[src/rtl/fwd_hazard_unit.sv]
// -----------------------------------------------------------------------------
// fwd_hazard_unit
//
// Forwarding and load-use hazard unit sitting between decode (ID) and execute
// (EX). A registered scoreboard tracks the last NSTG register writes that left
// ID (stage 1 = EX). Each cycle the ID instruction is either issued, with a
// registered per-operand forwarding select for EX, or stalled while a bubble
// enters EX. Stall cycles are counted with saturation for performance
// monitoring.
//
// Parameters
//   AW        register address width
//   NSRC      source operands per instruction
//   NSTG      scoreboard depth (stage 1 = EX)
//   LOAD_LAT  stages after EX before load data becomes forwardable
//   SW        width of one select field (derived, do not override)
//
// Ports
//   clk_i          clock
//   rst_i          synchronous active-high reset
//   issue_valid_i  ID holds a valid instruction
//   issue_wen_i    ID instruction writes a register
//   issue_waddr_i  ID destination register
//   issue_load_i   ID instruction is a load
//   src_addr_i     ID source registers, operand n at [n*AW +: AW]
//   src_used_i     per-operand "source is read" flag
//   flush_i        kill the ID instruction this cycle
//   stall_o        hold PC/IF/ID, bubble into EX (combinational)
//   fwd_sel_o      registered selects for the instruction in EX
//                  (0 = register file, k = producer k stages ahead of EX)
//   stall_cnt_o    saturating stall-cycle counter
// -----------------------------------------------------------------------------
module fwd_hazard_unit #(
    parameter int unsigned AW       = 5,
    parameter int unsigned NSRC     = 2,
    parameter int unsigned NSTG     = 3,
    parameter int unsigned LOAD_LAT = 1,
    parameter int unsigned SW       = $clog2(NSTG + 1)
) (
    input  logic                 clk_i,
    input  logic                 rst_i,
    input  logic                 issue_valid_i,
    input  logic                 issue_wen_i,
    input  logic [AW-1:0]        issue_waddr_i,
    input  logic                 issue_load_i,
    input  logic [NSRC*AW-1:0]   src_addr_i,
    input  logic [NSRC-1:0]      src_used_i,
    input  logic                 flush_i,
    output logic                 stall_o,
    output logic [NSRC*SW-1:0]   fwd_sel_o,
    output logic [15:0]          stall_cnt_o
);

    localparam int unsigned CW = 16;

    // Scoreboard records, index 1 = instruction currently in EX
    logic [NSTG:1]   vld_q,  vld_d;
    logic [AW-1:0]   addr_q [1:NSTG];
    logic [AW-1:0]   addr_d [1:NSTG];
    logic [NSTG:1]   load_q, load_d;

    logic [NSRC*SW-1:0] fwd_sel_q, fwd_sel_d;
    logic [CW-1:0]      cnt_q,     cnt_d;

    logic [NSRC*SW-1:0] sel_c;
    logic               hazard_c;
    logic               issue_c;

    // Youngest-match search per operand: select and load-use hazard
    always_comb begin : match_blk
        logic [AW-1:0] sa;
        logic          hit;
        logic          fwd_ok;
        logic [SW-1:0] hit_j;
        hazard_c = 1'b0;
        sel_c    = '0;
        sa       = '0;
        hit      = 1'b0;
        fwd_ok   = 1'b0;
        hit_j    = '0;
        for (int unsigned n = 0; n < NSRC; n++) begin
            sa     = src_addr_i[n*AW +: AW];
            hit    = 1'b0;
            fwd_ok = 1'b0;
            hit_j  = '0;
            // Scan oldest to youngest so the youngest match overwrites
            for (int j = int'(NSTG); j >= 1; j--) begin
                if (src_used_i[n] && (sa != '0) && vld_q[j] && (addr_q[j] == sa)) begin
                    hit    = 1'b1;
                    hit_j  = SW'(j);
                    fwd_ok = !load_q[j] || (j > int'(LOAD_LAT));
                end
            end
            if (hit && fwd_ok) begin
                sel_c[n*SW +: SW] = hit_j;
            end
            hazard_c = hazard_c | (hit & ~fwd_ok);
        end
    end

    // Flush wins over both stall and issue
    assign stall_o = issue_valid_i & ~flush_i & hazard_c;
    assign issue_c = issue_valid_i & ~flush_i & ~hazard_c;

    // Scoreboard shift; a bubble enters stage 1 unless the ID instruction issues
    always_comb begin
        vld_d  = '0;
        load_d = '0;
        for (int j = 1; j <= int'(NSTG); j++) begin
            addr_d[j] = '0;
        end
        if (issue_c) begin
            vld_d[1]  = issue_wen_i & (issue_waddr_i != '0);
            addr_d[1] = issue_waddr_i;
            load_d[1] = issue_load_i;
        end
        for (int j = 2; j <= int'(NSTG); j++) begin
            vld_d[j]  = vld_q[j-1];
            addr_d[j] = addr_q[j-1];
            load_d[j] = load_q[j-1];
        end
    end

    // Select register and saturating stall counter next state
    always_comb begin
        fwd_sel_d = issue_c ? sel_c : '0;
        cnt_d     = cnt_q;
        if (stall_o && (cnt_q != {CW{1'b1}})) begin
            cnt_d = cnt_q + CW'(1);
        end
    end

    always_ff @(posedge clk_i) begin
        if (rst_i) begin
            vld_q     <= '0;
            load_q    <= '0;
            fwd_sel_q <= '0;
            cnt_q     <= '0;
            for (int j = 1; j <= int'(NSTG); j++) begin
                addr_q[j] <= '0;
            end
        end else begin
            vld_q     <= vld_d;
            load_q    <= load_d;
            fwd_sel_q <= fwd_sel_d;
            cnt_q     <= cnt_d;
            for (int j = 1; j <= int'(NSTG); j++) begin
                addr_q[j] <= addr_d[j];
            end
        end
    end

    assign fwd_sel_o   = fwd_sel_q;
    assign stall_cnt_o = cnt_q;

endmodule
[config.mk]
export PLATFORM = sky130hd
export DESIGN_NAME = fwd_hazard_unit
export DESIGN_NICKNAME = d
export VERILOG_FILES = /design/src/rtl/fwd_hazard_unit.sv
export SDC_FILE = /design/constraint.sdc
export NUM_CORES = 1
export LEC_CHECK = 0
export CORE_MARGIN = 2
export CORE_UTILIZATION = 40
export CTS_CLUSTER_SIZE = 20
export DETAILED_ROUTE_END_ITERATION = 10
export PLACE_DENSITY_LB_ADDON = 0.08
export SKIP_CTS_REPAIR_TIMING = 1
export SLEW_MARGIN = 25
export SYNTH_ARGS = -nofsm -noshare
export SYNTH_HDL_FRONTEND = slang
export SYNTH_SLANG_ARGS = --single-unit
[constraint.sdc]
create_clock -name clk_i -period 3.1 [get_ports clk_i]
set_input_delay 0.465 -clock clk_i [delete_from_list [all_inputs] [get_ports clk_i]]
set_output_delay 0.465 -clock clk_i [all_outputs]
set_load 0.01 [all_outputs]
run_1/pdn.png
Bar = 20 µm. Pins as bars on the die edge.
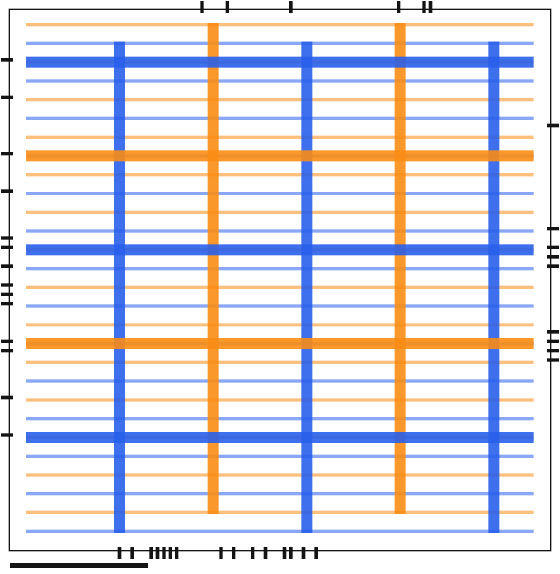
VSS: marked blue. VDD: marked orange.
The core has 27 rows. 5 straps on met5. 5 straps on met4.

run_1/cell_classes.png
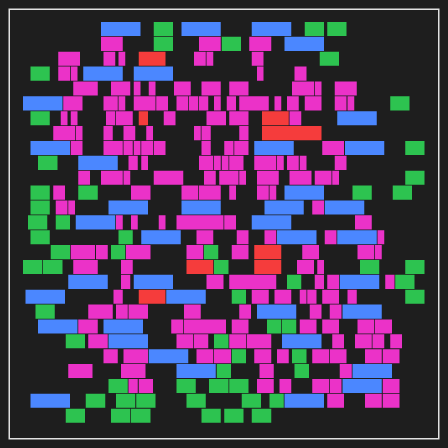
clock drivers and dummy loads: marked red, cells 8, share of their area 4.2%. all other logic: marked magenta, cells 181, share of their area 49%. flip-flops: marked blue, cells 39, share of their area 28%. other buffers and delay cells: marked green, cells 58, share of their area 19%.

==> impl_results.html, run 1 <==
<h2>Synthesis and place &amp; route</h2>
<table>
<tr><th>Metric</th><th>Value</th></tr>
<tr><th colspan="2">Placement</th></tr>
<tr><td>Routability congestion estimate from global placement</td><td>about 0.83</td></tr>
<tr><td>HPWL after detailed placement</td><td>between 3000 and 4000 µm</td></tr>
<tr><th colspan="2">STA</th></tr>
<tr><td>Slew @ Worst Pin</td><td>0.536 ns</td></tr>
<tr><th colspan="2">Power and ir drop</th></tr>
<tr><td>Cell-internal power</td><td>roughly 0.83 mW</td></tr>
<tr><td>Gate power share</td><td>around 10%</td></tr>
<tr><td>Largest voltage drop on the vdd net</td><td>0.000220 V</td></tr>
<tr><td>Total power divided by cell area</td><td>around 370 nW/µm²</td></tr>
<tr><td>Net switching power</td><td>0.238 mW</td></tr>
<tr><th colspan="2">Cells and area</th></tr>
<tr><td>Number of fill cells</td><td>about 530</td></tr>
<tr><td>Sequential cell area</td><td>~800 µm²</td></tr>
<tr><td>Number of non-clock inverters</td><td>2</td></tr>
<tr><td>Clock-cell share of area</td><td>4.06%</td></tr>
<tr><td>Portion of the layout cell area used by non-clock buffers</td><td>roughly a fifth</td></tr>
<tr><td>Layout buffer count excluding clock buffers</td><td>58</td></tr>
<tr><td>NumNets Final</td><td>309</td></tr>
<tr><th colspan="2">Worst setup path</th></tr>
<tr><td>CP max stage cell</td><td>or4_1</td></tr>
<tr><td>Ordered list of cells on the worst path</td><td>clkdlybuf4s50_1 &gt; or4_1 &gt; o21ai_2 &gt; nand4b_4 &gt; a21oi_2 &gt; and2_1 &gt; clkdlybuf4s50_1</td></tr>
<tr><td>Family of cells with the greatest summed delay on the critical path</td><td>buffers and inverters</td></tr>
<tr><td>Maximum single-stage delay on the critical path</td><td>between 0.5 and 0.6 ns</td></tr>
<tr><td>Startpoint of the lowest-slack register-to-register path</td><td>stall_cnt_o[0]</td></tr>
<tr><td>Crit path launch type</td><td>input pin</td></tr>
<tr><th colspan="2">Floorplanning</th></tr>
<tr><td>I/O Pins</td><td>44</td></tr>
<tr><td>Core footprint</td><td>approximately 5400 µm²</td></tr>
<tr><td>Taps Inserted</td><td>72</td></tr>
<tr><td>Die span in x</td><td>78.3 µm</td></tr>
<tr><th colspan="2">Clock network</th></tr>
<tr><td>Source-to-sink clock delay at the later pin of the worst-skew pair</td><td>~0.30 ns</td></tr>
<tr><td>Clock tree from TritonCTS</td><td>done</td></tr>
<tr><td>Clock H-tree levels</td><td>2</td></tr>
<tr><th colspan="2">Yosys</th></tr>
<tr><td>Mapped cell area</td><td>2210 µm²</td></tr>
<tr><td>Cell taking the most area after synthesis</td><td>dfxtp_1</td></tr>
<tr><td>Number of nets at floorplan</td><td>roughly 250</td></tr>
<tr><td>Area share of and/or/nand/nor cells after synthesis</td><td>30.9%</td></tr>
<tr><th colspan="2">Global routing</th></tr>
<tr><td>Remaining Overflow, GRT</td><td>0</td></tr>
<tr><td>Largest net degree at the start of global routing</td><td>~40</td></tr>
<tr><td>Antenna violations before repair</td><td>0</td></tr>
<tr><td>GR Layer Usage met3</td><td>3.91%</td></tr>
<tr><td>GRT Overall Usage</td><td>~18%</td></tr>
<tr><th colspan="2">Drt</th></tr>
<tr><td>Post-detailed-route via-to-cell ratio</td><td>5.02</td></tr>
<tr><td>Final Routed Wirelength</td><td>4980 µm</td></tr>
<tr><th colspan="2">Run status</th></tr>
<tr><td>Outcome</td><td>complete, no violations</td></tr>
</table>
run_1/clock_map.png
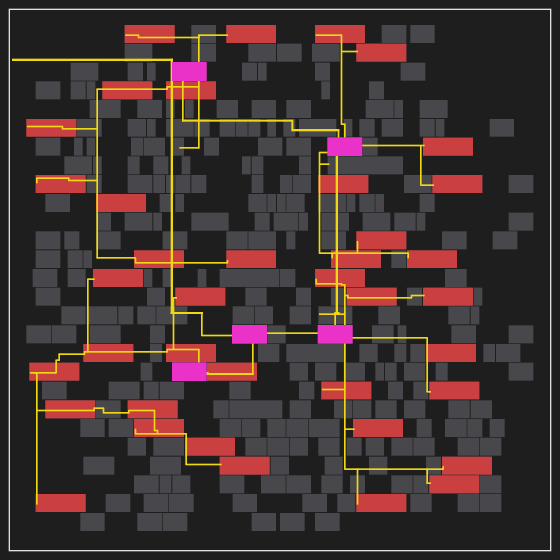
clock wires: marked yellow, length 564 µm. flip-flops: marked red, count 39. cells driving clock nets: marked magenta, count 5.
Position of the flops: widely spread. There are 6 routed clock nets.

[run 1: stage by stage]
step           hold slack [ns]  cells  utilization (%)
6_report                 0.488    358             53.6
5_1_grt                  0.511    358             53.6
4_1_cts                  0.490    358             53.6
3_5_place_dp             0.479    350             51.4
3_3_place_gp             0.477    350             51.4
2_1_floorplan            0.460    230                -
[run 1: layout by cell type (no fill, tap or decap), types with 6 or more instances in the layout]
cell | synthesis | routed
a2111oi_1 | 7 | 7
buf_4 | 0 | 15
clkbuf_8 | 0 | 6
clkdlybuf4s50_1 | 0 | 43
dfxtp_1 | 39 | 39
mux2_1 | 8 | 8
mux2_2 | 6 | 6
nand2_1 | 17 | 17
nand3_1 | 8 | 8
nand4_1 | 6 | 6
nor2_1 | 16 | 16
nor2b_1 | 27 | 27
xnor2_1 | 22 | 22
xor2_1 | 8 | 8
==> inputs of run 2 (changes only) <==
==> constraint.sdc (replaced) <==
create_clock -name clk_i -period 3.52 [get_ports clk_i]
set_input_delay 0.528 -clock clk_i [delete_from_list [all_inputs] [get_ports clk_i]]
set_output_delay 0.528 -clock clk_i [all_outputs]
set_load 0.01 [all_outputs]
run_2/pdn.png
Bar = 20 µm. Pins as bars on the die edge.
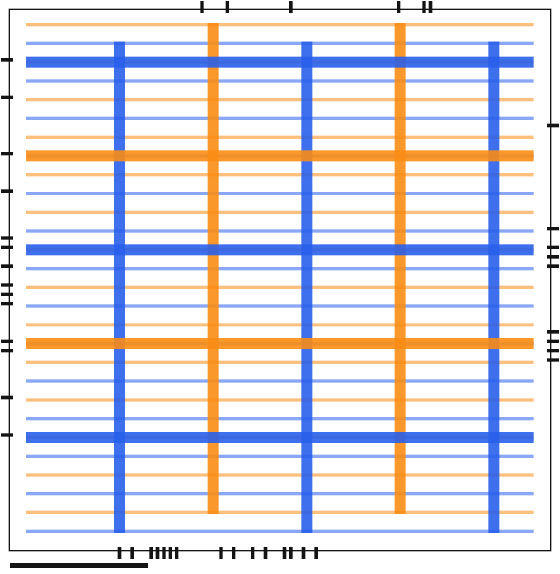
VDD: marked orange. VSS: marked blue.
44 signal pins sit on the boundary. 5 straps on met4. The core has 27 rows. 28 met1 rails follow the rows. 5 straps on met5.

run_2/cell_classes.png
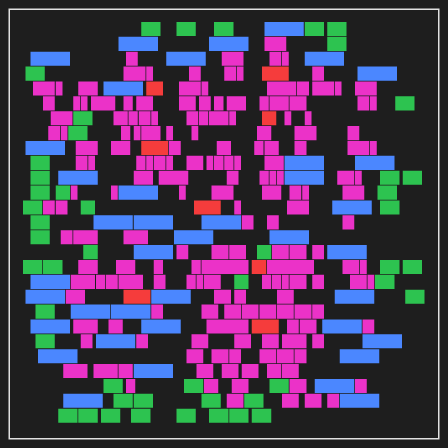
other buffers and delay cells: marked green, cells 48, share of their area 17%. clock drivers and dummy loads: marked red, cells 8, share of their area 3.4%. flip-flops: marked blue, cells 39, share of their area 29%. all other logic: marked magenta, cells 181, share of their area 50%.

==> impl_results.html, run 2 <==
<h2>Synthesis and place &amp; route</h2>
<table>
<tr><th>Metric</th><th>Value</th></tr>
<tr><th colspan="2">Run status</th></tr>
<tr><td>Outcome</td><td>complete, no violations (unchanged)</td></tr>
<tr><th colspan="2">Yosys</th></tr>
<tr><td>Share of async-settable or async-resettable flops after synthesis</td><td>0% (unchanged)</td></tr>
<tr><td>Cell taking the most area after synthesis</td><td>dfxtp_1 (unchanged)</td></tr>
<tr><td>Number of nets at floorplan</td><td>254 (unchanged)</td></tr>
<tr><td>Top post-synthesis cells by area</td><td>dfxtp_1, xnor2_1, nor2b_1, mux2_1, a2111oi_1 (unchanged)</td></tr>
<tr><td>Count of instantiated cells in the yosys netlist</td><td>230 (unchanged)</td></tr>
<tr><td>Mapped cell area</td><td>2210 µm² (unchanged)</td></tr>
<tr><th colspan="2">Cells and area</th></tr>
<tr><td>Final standard cell count with taps included and fillers excluded</td><td>348 (was 358)</td></tr>
<tr><td>Number of fill cells</td><td>528 (was 530)</td></tr>
<tr><td>Clock-cell share of area</td><td>3.31% (was 4.06%)</td></tr>
<tr><td>Most used logic cell in the final layout</td><td>clkdlybuf4s50_1 (unchanged)</td></tr>
<tr><td>Portion of the layout cell area used by non-clock buffers</td><td>16.7% (was 18.7%)</td></tr>
<tr><td>Sequential cell area</td><td>781 µm² (unchanged)</td></tr>
<tr><td>Leading cell types in the layout, fill and taps excluded</td><td>clkdlybuf4s50_1, dfxtp_1, nor2b_1 (unchanged)</td></tr>
<tr><td>Final core utilization</td><td>51.8% (was 53.6%)</td></tr>
<tr><td>Number of non-clock inverters</td><td>2 (unchanged)</td></tr>
<tr><td>NumNets Final</td><td>299 (was 309)</td></tr>
<tr><th colspan="2">Worst setup path</th></tr>
<tr><td>Crit path launch type</td><td>input pin (unchanged)</td></tr>
<tr><td>Family of cells with the greatest summed delay on the critical path</td><td>buffers and inverters (unchanged)</td></tr>
<tr><td>CP max stage cell</td><td>or4_1 (unchanged)</td></tr>
<tr><td>Startpoint of the lowest-slack register-to-register path</td><td>stall_cnt_o[0] (unchanged)</td></tr>
<tr><td>Ordered list of cells on the worst path</td><td>clkdlybuf4s50_1 &gt; or4_1 &gt; o21ai_2 &gt; nand4b_4 &gt; a21oi_2 &gt; and2_1 &gt; clkdlybuf4s50_1 (unchanged)</td></tr>
<tr><td>Maximum single-stage delay on the critical path</td><td>0.58 ns (was 0.56 ns)</td></tr>
<tr><th colspan="2">Clock network</th></tr>
<tr><td>Clock H-tree levels</td><td>2 (unchanged)</td></tr>
<tr><td>Source-to-sink clock delay at the later pin of the worst-skew pair</td><td>0.31 ns (was 0.30 ns)</td></tr>
<tr><td>Clock tree from TritonCTS</td><td>done (unchanged)</td></tr>
<tr><td>Total clock buffers created by CTS</td><td>5 (unchanged)</td></tr>
<tr><th colspan="2">Global routing</th></tr>
<tr><td>Antenna violations before repair</td><td>0 (unchanged)</td></tr>
<tr><td>Remaining Overflow, GRT</td><td>0 (unchanged)</td></tr>
<tr><td>GRT Overall Usage</td><td>17.4% (was 17.7%)</td></tr>
<tr><td>GR Layer Usage met3</td><td>3.56% (was 3.91%)</td></tr>
<tr><td>Largest net degree at the start of global routing</td><td>41 (unchanged)</td></tr>
<tr><th colspan="2">Drt</th></tr>
<tr><td>Final Routed Wirelength</td><td>4870 µm (was 4980 µm)</td></tr>
<tr><td>Post-route met1 wirelength</td><td>2560 µm (was 2690 µm)</td></tr>
<tr><td>Post-detailed-route via-to-cell ratio</td><td>5.03 (was 5.02)</td></tr>
<tr><th colspan="2">Min path</th></tr>
<tr><td>Hold depth</td><td>1 (unchanged)</td></tr>
<tr><th colspan="2">STA</th></tr>
<tr><td>Slew @ Worst Pin</td><td>0.532 ns (was 0.536 ns)</td></tr>
<tr><td>Max-slew headroom at the worst pin</td><td>64.5% (was 64.2%)</td></tr>
<tr><td>Min Hold Slack</td><td>0.509 ns (was 0.488 ns)</td></tr>
<tr><td>Final number of max-transition violations</td><td>0 (unchanged)</td></tr>
<tr><th colspan="2">Floorplanning</th></tr>
<tr><td>Die span in x</td><td>78.3 µm (unchanged)</td></tr>
<tr><td>I/O Pins</td><td>44 (unchanged)</td></tr>
<tr><td>Fp_density</td><td>40.8% (unchanged)</td></tr>
<tr><td>Taps Inserted</td><td>72 (unchanged)</td></tr>
<tr><td>Core footprint</td><td>5410 µm² (unchanged)</td></tr>
<tr><th colspan="2">Placement</th></tr>
<tr><td>Number of I/O port buffers</td><td>43 (unchanged)</td></tr>
<tr><td>Routability congestion estimate from global placement</td><td>0.804 (was 0.831)</td></tr>
<tr><td>DP Cell Count</td><td>340 (was 350)</td></tr>
<tr><th colspan="2">Power and ir drop</th></tr>
<tr><td>Largest voltage drop on the vdd net</td><td>0.000221 V (was 0.000220 V)</td></tr>
</table>
## run 2: report_power, final
part / switching [mW] / total [mW] / internal (mW) / leakage, nW
clock: 0.182 / 0.324 / 0.142 / 0.0408
sequential: 0.00511 / 0.450 / 0.445 / 0.315
combinational: 0.0403 / 0.0860 / 0.0456 / 0.619
## run 2: cells by family (layout without fill, tap and decap cells)
family	Yosys count	after routing	synth area share, %
fa+ha+maj	1	1	0.567
buf+inv	12	58	3.06
simple gates	107	107	30.9
xor+xnor	30	30	11.9
mux	15	15	7.60
flops	39	39	35.4
compound gates	26	26	10.6
## run 2: worst register-to-register path, cell delays in order, from the launching register on
cell       delay, ns
dfxtp_1         0.43
ha_1            0.25
nand2_1         0.07
or2_2           0.32
nand2b_1        0.23
a2111oi_1       0.48
mux2_2          0.38
==> inputs of run 3 (changes only) <==
--- a/config.mk
+++ b/config.mk
@@ -9,7 +9,6 @@
 export CORE_UTILIZATION = 40
 export CTS_CLUSTER_SIZE = 20
 export DETAILED_ROUTE_END_ITERATION = 10
-export PLACE_DENSITY_LB_ADDON = 0.08
 export SKIP_CTS_REPAIR_TIMING = 1
 export SLEW_MARGIN = 25
 export SYNTH_ARGS = -nofsm -noshare
run_3/clock_map.png
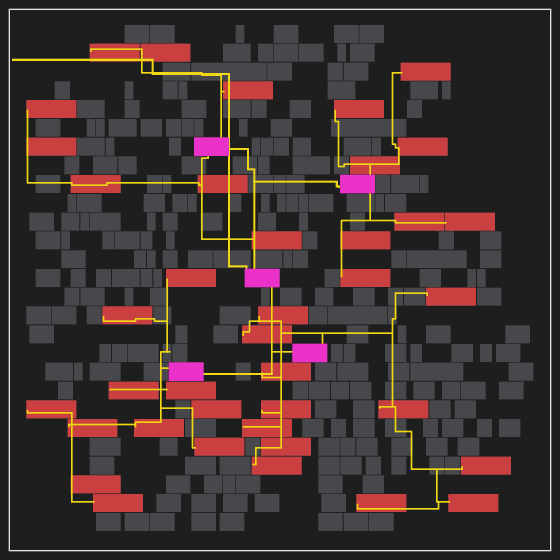
cells driving clock nets: marked magenta, count 5. clock wires: marked yellow, length 522 µm. flip-flops: marked red, count 39.
Position of the flops: widely spread.

run_3/final_congestion.png
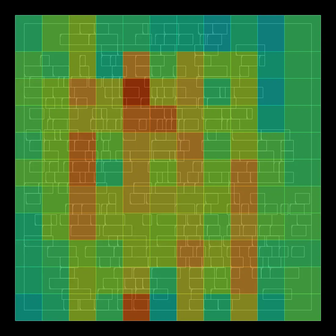
routing layer with the top usage in global route: met2
GRT Overall Usage: 18.0%
final core utilization: 52.5%

==> impl_results.html, run 3 <==
<h2>Synthesis and place &amp; route</h2>
<table>
<tr><th>Metric</th><th>Value</th></tr>
<tr><th colspan="2">Power and ir drop</th></tr>
<tr><td>Total power divided by cell area</td><td>345 nW/µm² (was 307 nW/µm²)</td></tr>
<tr><td>Fraction of power spent switching nets</td><td>20.9% (was 26.5%)</td></tr>
<tr><td>Part of the total power dissipated in the clock network</td><td>45.2% (was 37.7%)</td></tr>
<tr><td>Gate power share</td><td>8.8% (was 10.0%)</td></tr>
<tr><td>Combinational logic power</td><td>0.0857 mW (was 0.0860 mW)</td></tr>
<tr><td>Largest voltage drop on the vdd net</td><td>0.000145 V (was 0.000221 V)</td></tr>
<tr><td>Sequential share of power</td><td>46.0% (was 52.3%)</td></tr>
<tr><td>Cell-internal power</td><td>0.774 mW (was 0.632 mW)</td></tr>
<tr><th colspan="2">Run status</th></tr>
<tr><td>Outcome</td><td>complete, no violations (unchanged)</td></tr>
<tr><th colspan="2">Floorplanning</th></tr>
<tr><td>Die span in x</td><td>78.3 µm (unchanged)</td></tr>
<tr><td>Core footprint</td><td>5410 µm² (unchanged)</td></tr>
<tr><td>Fp_density</td><td>40.8% (unchanged)</td></tr>
<tr><td>I/O Pins</td><td>44 (unchanged)</td></tr>
<tr><th colspan="2">Drt</th></tr>
<tr><td>Final Routed Wirelength</td><td>5060 µm (was 4870 µm)</td></tr>
<tr><td>Post-route met1 wirelength</td><td>2570 µm (was 2560 µm)</td></tr>
<tr><th colspan="2">Placement</th></tr>
<tr><td>Number of I/O port buffers</td><td>43 (unchanged)</td></tr>
<tr><td>Routability congestion estimate from global placement</td><td>0.768 (was 0.804)</td></tr>
<tr><th colspan="2">Yosys</th></tr>
<tr><td>Number of nets at floorplan</td><td>254 (unchanged)</td></tr>
<tr><td>Post-Synth XOR/XNOR Area</td><td>11.9% (unchanged)</td></tr>
<tr><td>Area fraction in compound gates after synthesis</td><td>10.6% (unchanged)</td></tr>
<tr><td>Count of instantiated cells in the yosys netlist</td><td>230 (unchanged)</td></tr>
<tr><td>Adder and majority cell fraction of the synthesized area</td><td>0.567% (unchanged)</td></tr>
<tr><td>Largest combinational cell category by area</td><td>simple AND/OR/NAND/NOR gates (unchanged)</td></tr>
<tr><th colspan="2">Worst setup path</th></tr>
<tr><td>Crit path launch type</td><td>input pin (unchanged)</td></tr>
<tr><td>Ordered list of cells on the worst path</td><td>clkdlybuf4s50_1 &gt; or4_1 &gt; o21ai_2 &gt; nand4b_4 &gt; a21oi_2 &gt; and2_1 &gt; clkdlybuf4s50_1 (unchanged)</td></tr>
<tr><th colspan="2">STA</th></tr>
<tr><td>Final number of max-transition violations</td><td>0 (unchanged)</td></tr>
<tr><td>Max-slew headroom at the worst pin</td><td>62.6% (was 64.5%)</td></tr>
<tr><th colspan="2">Clock network</th></tr>
<tr><td>Source-to-sink clock delay at the later pin of the worst-skew pair</td><td>0.29 ns (was 0.31 ns)</td></tr>
<tr><td>Clock tree from TritonCTS</td><td>done (unchanged)</td></tr>
<tr><th colspan="2">Cells and area</th></tr>
<tr><td>Most used logic cell in the final layout</td><td>clkdlybuf4s50_1 (unchanged)</td></tr>
<tr><td>NumNets Final</td><td>299 (unchanged)</td></tr>
<tr><th colspan="2">Global routing</th></tr>
<tr><td>Antenna violations before repair</td><td>0 (unchanged)</td></tr>
<tr><td>GR Layer Usage met3</td><td>3.22% (was 3.56%)</td></tr>
<tr><td>Remaining Overflow, GRT</td><td>0 (unchanged)</td></tr>
<tr><td>Largest net degree at the start of global routing</td><td>41 (unchanged)</td></tr>
<tr><th colspan="2">Min path</th></tr>
<tr><td>Hold depth</td><td>1 (unchanged)</td></tr>
</table>
==> run 3: layout make-up <==
| class | instances | area [µm²] |
|---|---|---|
| fill | 514 | 2570 |
| multi-input combinational | 179 | 1360 |
| sequential | 39 | 781 |
| timing repair buffer | 48 | 468 |
| tap | 72 | 90.1 |
| clock buffer | 6 | 72.6 |
| clock inverter | 2 | 60.1 |
| inverter | 2 | 7.51 |
==> run 3: worst max-delay path by stage <==
stage,depth (start not counted),from,end,slack (ns)
final,7,src_addr_i[1],stall_o,0.32
after global routing,7,src_addr_i[1],stall_o,0.22
after CTS,7,src_addr_i[1],stall_o,0.31
after detailed placement,7,src_addr_i[1],stall_o,0.32
after global placement,7,src_addr_i[1],stall_o,0.36
after floorplan,6,src_addr_i[1],stall_o,1.18

==> layout pictures side by side <==
Wiring by layer.
Bar = 20 µm.
(a)
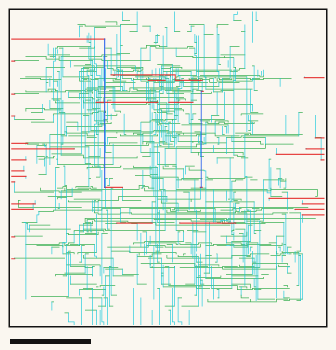
(b)
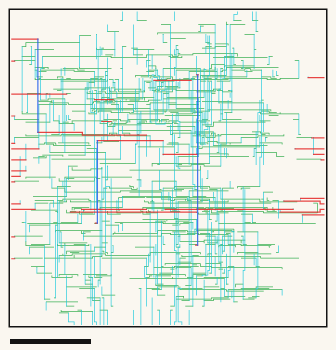
run 2: (b)
run 1: (a)

Key to (b):
met2: marked cyan, wire length 1980 µm. met3: marked red, wire length 246 µm. met4: marked blue, wire length 85.7 µm. met1: marked green, wire length 2560 µm.

Power figures rest on the tool's default switching activity, not on a simulated workload.
